--- config.mk ---
export PLATFORM = sky130hd
export DESIGN_NAME = seg_scan_controller
export DESIGN_NICKNAME = d
export VERILOG_FILES = /design/src/rtl/seg_scan_pkg.sv /design/src/rtl/seg_slot_timer.sv /design/src/rtl/seg_scan_controller.sv
export SDC_FILE = /design/constraint.sdc
export NUM_CORES = 1
export LEC_CHECK = 0
export CORE_UTILIZATION = 30
export DETAILED_ROUTE_END_ITERATION = 6
export PLACE_DENSITY = 0.55
export SETUP_SLACK_MARGIN = 0.3
export SLEW_MARGIN = 20
export SYNTH_ARGS = -nofsm -noshare
export SYNTH_HDL_FRONTEND = slang
export SYNTH_SLANG_ARGS = --single-unit
export TNS_END_PERCENT = 10
--- constraint.sdc ---
create_clock -name clk -period 5.8 [get_ports clk]
set_input_delay 1.45 -clock clk [delete_from_list [all_inputs] [get_ports clk]]
set_output_delay 1.45 -clock clk [all_outputs]
set_load 0.005 [all_outputs]
--- src/rtl/seg_scan_pkg.sv ---
// Shared types and constants for the 4-digit multiplexed 7-segment scanner.
package seg_scan_pkg;

  localparam int NUM_DIGITS = 4;
  localparam int DIGIT_W    = 4;
  localparam int IDX_W      = $clog2(NUM_DIGITS);
  localparam int BUF_W      = NUM_DIGITS * DIGIT_W;

  localparam logic [NUM_DIGITS-1:0] ANODE_OFF = 4'b1111;

  typedef enum logic {
    S_BLANK,
    S_DRIVE
  } slot_state_t;

  // Active-low one-hot anode pattern for the given digit index.
  function automatic logic [NUM_DIGITS-1:0] anode_select(input logic [IDX_W-1:0] idx);
    return ~(NUM_DIGITS'(1) << idx);
  endfunction

endpackage

--- src/rtl/seg_slot_timer.sv ---
// Slot counter and digit index for the display scan; flags slot/frame wrap and blanking.
module seg_slot_timer
  import seg_scan_pkg::*;
#(
  parameter int REFRESH_DIV  = 100000,
  parameter int BLANK_CYCLES = 1000
) (
  input  logic             clk,
  input  logic             rst,
  output logic [IDX_W-1:0] idx,
  output logic             slot_wrap,
  output logic             frame_wrap,
  output logic             in_blank
);

  localparam int CNT_W = (REFRESH_DIV > 1) ? $clog2(REFRESH_DIV) : 1;
  localparam logic [CNT_W-1:0] CNT_LAST  = CNT_W'(REFRESH_DIV - 1);
  localparam logic [CNT_W-1:0] BLANK_END = CNT_W'(BLANK_CYCLES);
  localparam logic [IDX_W-1:0] IDX_LAST  = IDX_W'(NUM_DIGITS - 1);

  logic [CNT_W-1:0] count_reg, count_next;
  logic [IDX_W-1:0] idx_reg, idx_next;

  always_ff @(posedge clk) begin
    if (rst) begin
      count_reg <= '0;
      idx_reg   <= '0;
    end else begin
      count_reg <= count_next;
      idx_reg   <= idx_next;
    end
  end

  always_comb begin
    count_next = count_reg + CNT_W'(1);
    idx_next   = idx_reg;
    if (slot_wrap) begin
      count_next = '0;
      idx_next   = idx_reg + IDX_W'(1);
    end
  end

  assign slot_wrap  = (count_reg == CNT_LAST);
  assign frame_wrap = slot_wrap && (idx_reg == IDX_LAST);
  assign in_blank   = (count_reg < BLANK_END);
  assign idx        = idx_reg;

endmodule

--- src/rtl/seg_scan_controller.sv ---
// 4-digit 7-segment scan sequencer: byte handshake, frame-synchronous buffer commit, anode/nibble decode.
// Optional SEG_LEADING_ZERO_BLANK_EN suppresses leading-zero digits (idx0 always shown).
module seg_scan_controller
  import seg_scan_pkg::*;
#(
  parameter int REFRESH_DIV  = 100000,
  parameter int BLANK_CYCLES = 1000
) (
  input  logic                  clk,
  input  logic                  rst,
  input  logic [7:0]            data_in,
  input  logic                  data_valid,
  output logic                  data_ready,
  output logic [DIGIT_W-1:0]    digit,
  output logic [NUM_DIGITS-1:0] an,
  output logic                  frame_tick
);

  logic [IDX_W-1:0] idx;
  logic             slot_wrap_unused;
  logic             frame_wrap;
  logic             in_blank;

  seg_slot_timer #(
    .REFRESH_DIV  (REFRESH_DIV),
    .BLANK_CYCLES (BLANK_CYCLES)
  ) u_timer (
    .clk        (clk),
    .rst        (rst),
    .idx        (idx),
    .slot_wrap  (slot_wrap_unused),
    .frame_wrap (frame_wrap),
    .in_blank   (in_blank)
  );

  logic             pending_reg, pending_next;
  logic [7:0]       pend_byte_reg, pend_byte_next;
  logic [BUF_W-1:0] buffer_reg, buffer_next;
  logic             live_reg;
  logic             first_reg;
  logic             accept;
  logic             commit;
  slot_state_t      state;
  logic             drive_ok;

  always_ff @(posedge clk) begin
    if (rst) begin
      pending_reg   <= 1'b0;
      pend_byte_reg <= '0;
      buffer_reg    <= '0;
      live_reg      <= 1'b0;
      first_reg     <= 1'b1;
    end else begin
      pending_reg   <= pending_next;
      pend_byte_reg <= pend_byte_next;
      buffer_reg    <= buffer_next;
      live_reg      <= 1'b1;
      first_reg     <= frame_wrap;
    end
  end

  // A held byte only reaches the display on the frame-wrap edge, so a frame never tears.
  always_comb begin
    accept         = data_valid && !pending_reg;
    commit         = frame_wrap && pending_reg;
    pending_next   = pending_reg;
    pend_byte_next = pend_byte_reg;
    buffer_next    = buffer_reg;
    if (commit) begin
      buffer_next  = {buffer_reg[BUF_W-9:0], pend_byte_reg};
      pending_next = 1'b0;
    end else if (accept) begin
      pend_byte_next = data_in;
      pending_next   = 1'b1;
    end
  end

  logic [DIGIT_W-1:0] nibble [NUM_DIGITS];

  for (genvar gi = 0; gi < NUM_DIGITS; gi++) begin : g_nibble
    assign nibble[gi] = buffer_reg[gi*DIGIT_W +: DIGIT_W];
  end

`ifdef SEG_LEADING_ZERO_BLANK_EN
  // upper_zero[k]: nibbles k..top are all zero, so digit k is a leading zero.
  logic [NUM_DIGITS-1:0] upper_zero;
  for (genvar gi = 0; gi < NUM_DIGITS; gi++) begin : g_lead_zero
    assign upper_zero[gi] = (buffer_reg[BUF_W-1:gi*DIGIT_W] == '0);
  end
`endif

  // The cycle straight after reset is forced blank so an stays off even with BLANK_CYCLES=0.
  always_comb begin
    state = (in_blank || !live_reg) ? S_BLANK : S_DRIVE;
`ifdef SEG_LEADING_ZERO_BLANK_EN
    drive_ok = (idx == '0) || !upper_zero[idx];
`else
    drive_ok = 1'b1;
`endif
    an    = ANODE_OFF;
    digit = nibble[idx];
    if (state == S_DRIVE && drive_ok) begin
      an = anode_select(idx);
    end
  end

  assign data_ready = !pending_reg;
  assign frame_tick = first_reg && !rst;

endmodule

### Met1 routing

Bar = 20 um. Supply wires on this layer in grey.
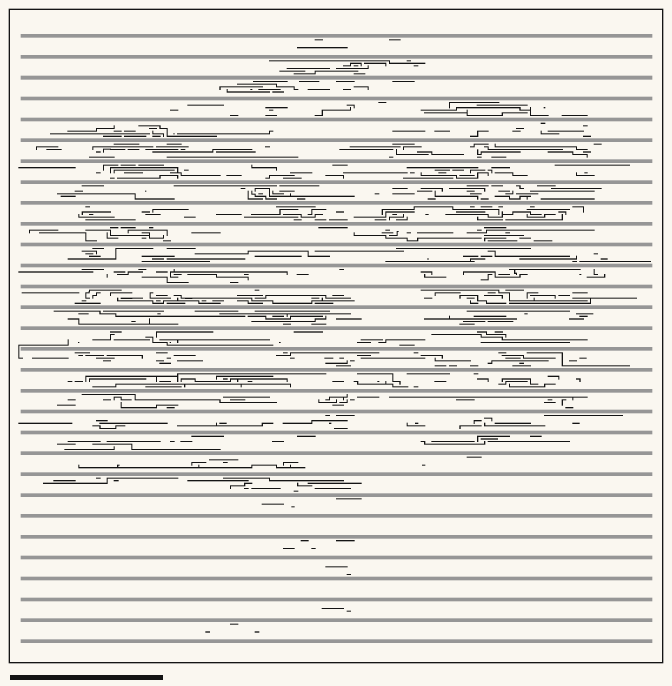
wire length on this layer: 2,210 um
share of all routed wire: 50%
main direction: horizontal
longest straight run: 25.8 um
total number of vias: 1,670
total detailed-routing wirelength: 4420 um
fraction of met1 tracks used by global routing: 18.3%

### The metal 2 layer

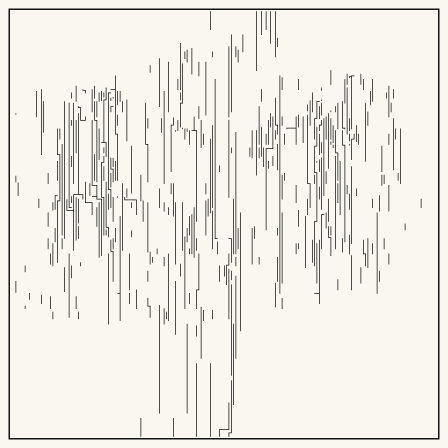
longest straight run: 43.2 um
share of all routed wire: 46%

### Met3 routing

Bar = 20 um.
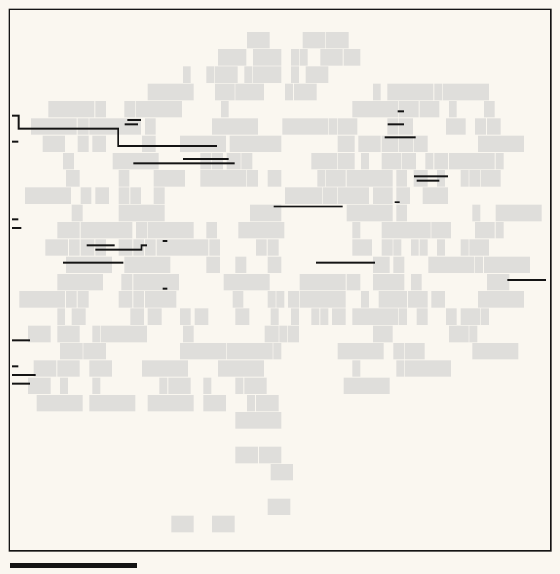
share of all routed wire: 3.1%
main direction: horizontal
GR Layer Usage met3: 3.21%

==> results.tsv <==
metric	value	unit
Post-synth top cells	46 x dfxtp_1, 31 x nor2_1, 20 x nand4_1	
pre-CTS WS	1.56	ns
share of synthesized area occupied by flip-flops and latches	44.6	%
worst hold path depth	1	
fraction of post-synthesis cell area in the top cell type by area	44.6	%
Leakage	0.800	nW
clock network power consumption	195	uW
cell type with the largest total area	dfxtp_1	
classification of the worst setup path	in2out	
number of DRC violations after detailed-routing iteration 0	67	
most frequent cell after synthesis	dfxtp_1	
antenna cells	0	
data arrival at the endpoint of the critical path	2.78	ns
Via-to-Cell Ratio	5.24	
worst ir drop on vdd	0.109	mV
class of the tightest hold or removal check	reg2reg	
internal power	421	uW
EDFF count, synth	0	
CTS hold repair buffers	0	
# setup viols final	0	
# Post-CTS Setup Buffers	0	
root buf cell	clkbuf_8	
Post-DP HPWL	2890	um
Critical Path Sink Type	output port	
proportion of power drawn by combinational gates	4.9	%
number of instances in the synthesized netlist	228	
Pwr Total	548	uW
number of core rows	29	
cts bufs inserted	5	
achievable clock frequency	237	MHz
worst r2r dst	u_timer.count_reg[12]	
unrepaired setup endpoints after global routing	false	
Slowest Stage Delay on Critical Path	0.52	ns
placed cell count	311	
post-layout util	36.9	%
top logic cells by instance count in the layout	46 x dfxtp_1, 31 x nor2_1, 20 x nand4_1, 20 x clkdlybuf4s50_1, 19 x o21ai_0	
clock tree buffer depth	2	
Placed Instance Area	2300	um^2
max_cap viols	0	
area fraction in full adders, half adders and majority gates	3.03	%
top fanout value on the critical path	29	
number of gates resized after CTS	0	
highest-power group	sequential cells	
flip-flop cell with the highest count after synthesis	dfxtp_1	
initial antenna violation count	0	
capture endpoint of the worst hold path	u_timer.count_reg[0]	
Core Box Area	6490	um^2
overall routing resource usage	13.3	%
number of cells traversed by the worst register-to-register path	4	
maximum number of pins on one net before global-route repair	30	
Reg2Reg Setup Slack	2.92	ns
Final Critical Period	4.23	ns
top comb family, area	simple AND/OR/NAND/NOR gates	
post-route DRC violation count	0	
met2 usage in global routing	20.8	%
Chip Height	85.0	um
weighted congestion reported at the end of routability-driven placement	0.742	
max FFs per register	17	
die boundary width	85.0	um
Worst-path clk slew	0.08	ns
post-synthesis mux area share	8.72	%
wire length of the first global-routing pass	7710	um
worst path cell trace	clkdlybuf4s50_1 -> buf_4 -> nor2b_1 -> clkdlybuf4s50_1	
cell area after technology mapping	2070	um^2
PnR worst setup slack	1.57	ns
proportion of power drawn by flip-flops and latches	59.5	%
WL/cell	13.8	um
overall die area	7220	um^2
Mean Syn Cell Area	9.06	um^2
Final Max-Slew Violation Tally	0	
crit share post-route	72.9	%
Hold Startpoint	u_timer.count_reg[0]	
number of nets with antenna violations after detailed routing	0	
most common cell type on the critical path	clkdlybuf4s50_1	
status	completed	
fraction of layout cells with a size suffix above 1	7.02	%
end point of the critical path	frame_tick	
critical path data required time	4.35	ns
number of warnings issued by yosys	0	
simple-gate portion of the synthesized area	24.2	%
Top Family by Delay on Critical Path	buffers and inverters	
### Selected gate families

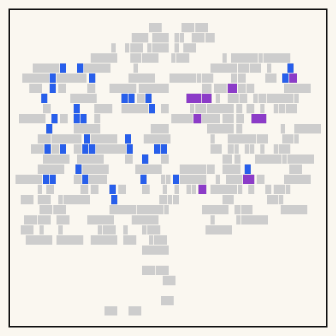
[purple] and/or cells | cells: 8
[blue] aoi and oai cells | cells: 36 | most used: o21ai_0
Layout Cells excl Fill: 319
Comb area share: 44.3%
most frequent logic cell in the layout: dfxtp_1

### Clock wiring as the flow saved it

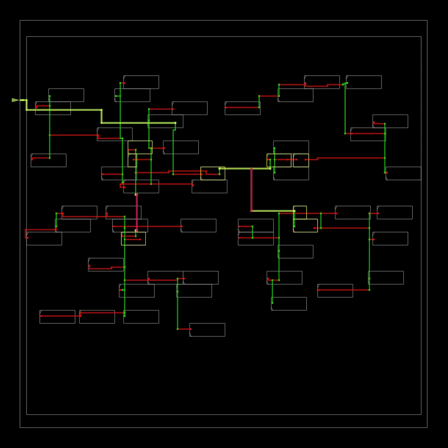
clock latency on the worst-skew pair: 0.30 ns
final clock skew: 0.00624 ns

[cells by family (layout without fill, tap and decap cells)]
logic type	Yosys count	in the layout
flops	46	46
compound gates	37	37
simple gates	92	92
buf+inv	20	34
mux	13	13
fa+ha+maj	5	5
xor+xnor	15	15
[layer usage]
layer / share of wire [%] / vias up
li1: - / 837
met1: 50 / 788
met2: 46 / 39
met3: 3.1 / 6
met4: 0.68 / 0
met5: 0 / -
[final cells by class]
| cell class | count | area [um^2] |
|---|---|---|
| fillers | 656 | 4100 |
| multi-input cells | 162 | 1060 |
| flip-flops and latches | 46 | 921 |
| repair buffers | 21 | 208 |
| well taps | 77 | 96.3 |
| clock buffers | 5 | 68.8 |
| clock inverters | 3 | 21.3 |
| inverters | 5 | 18.8 |
Power and IR drop assume default switching activity.
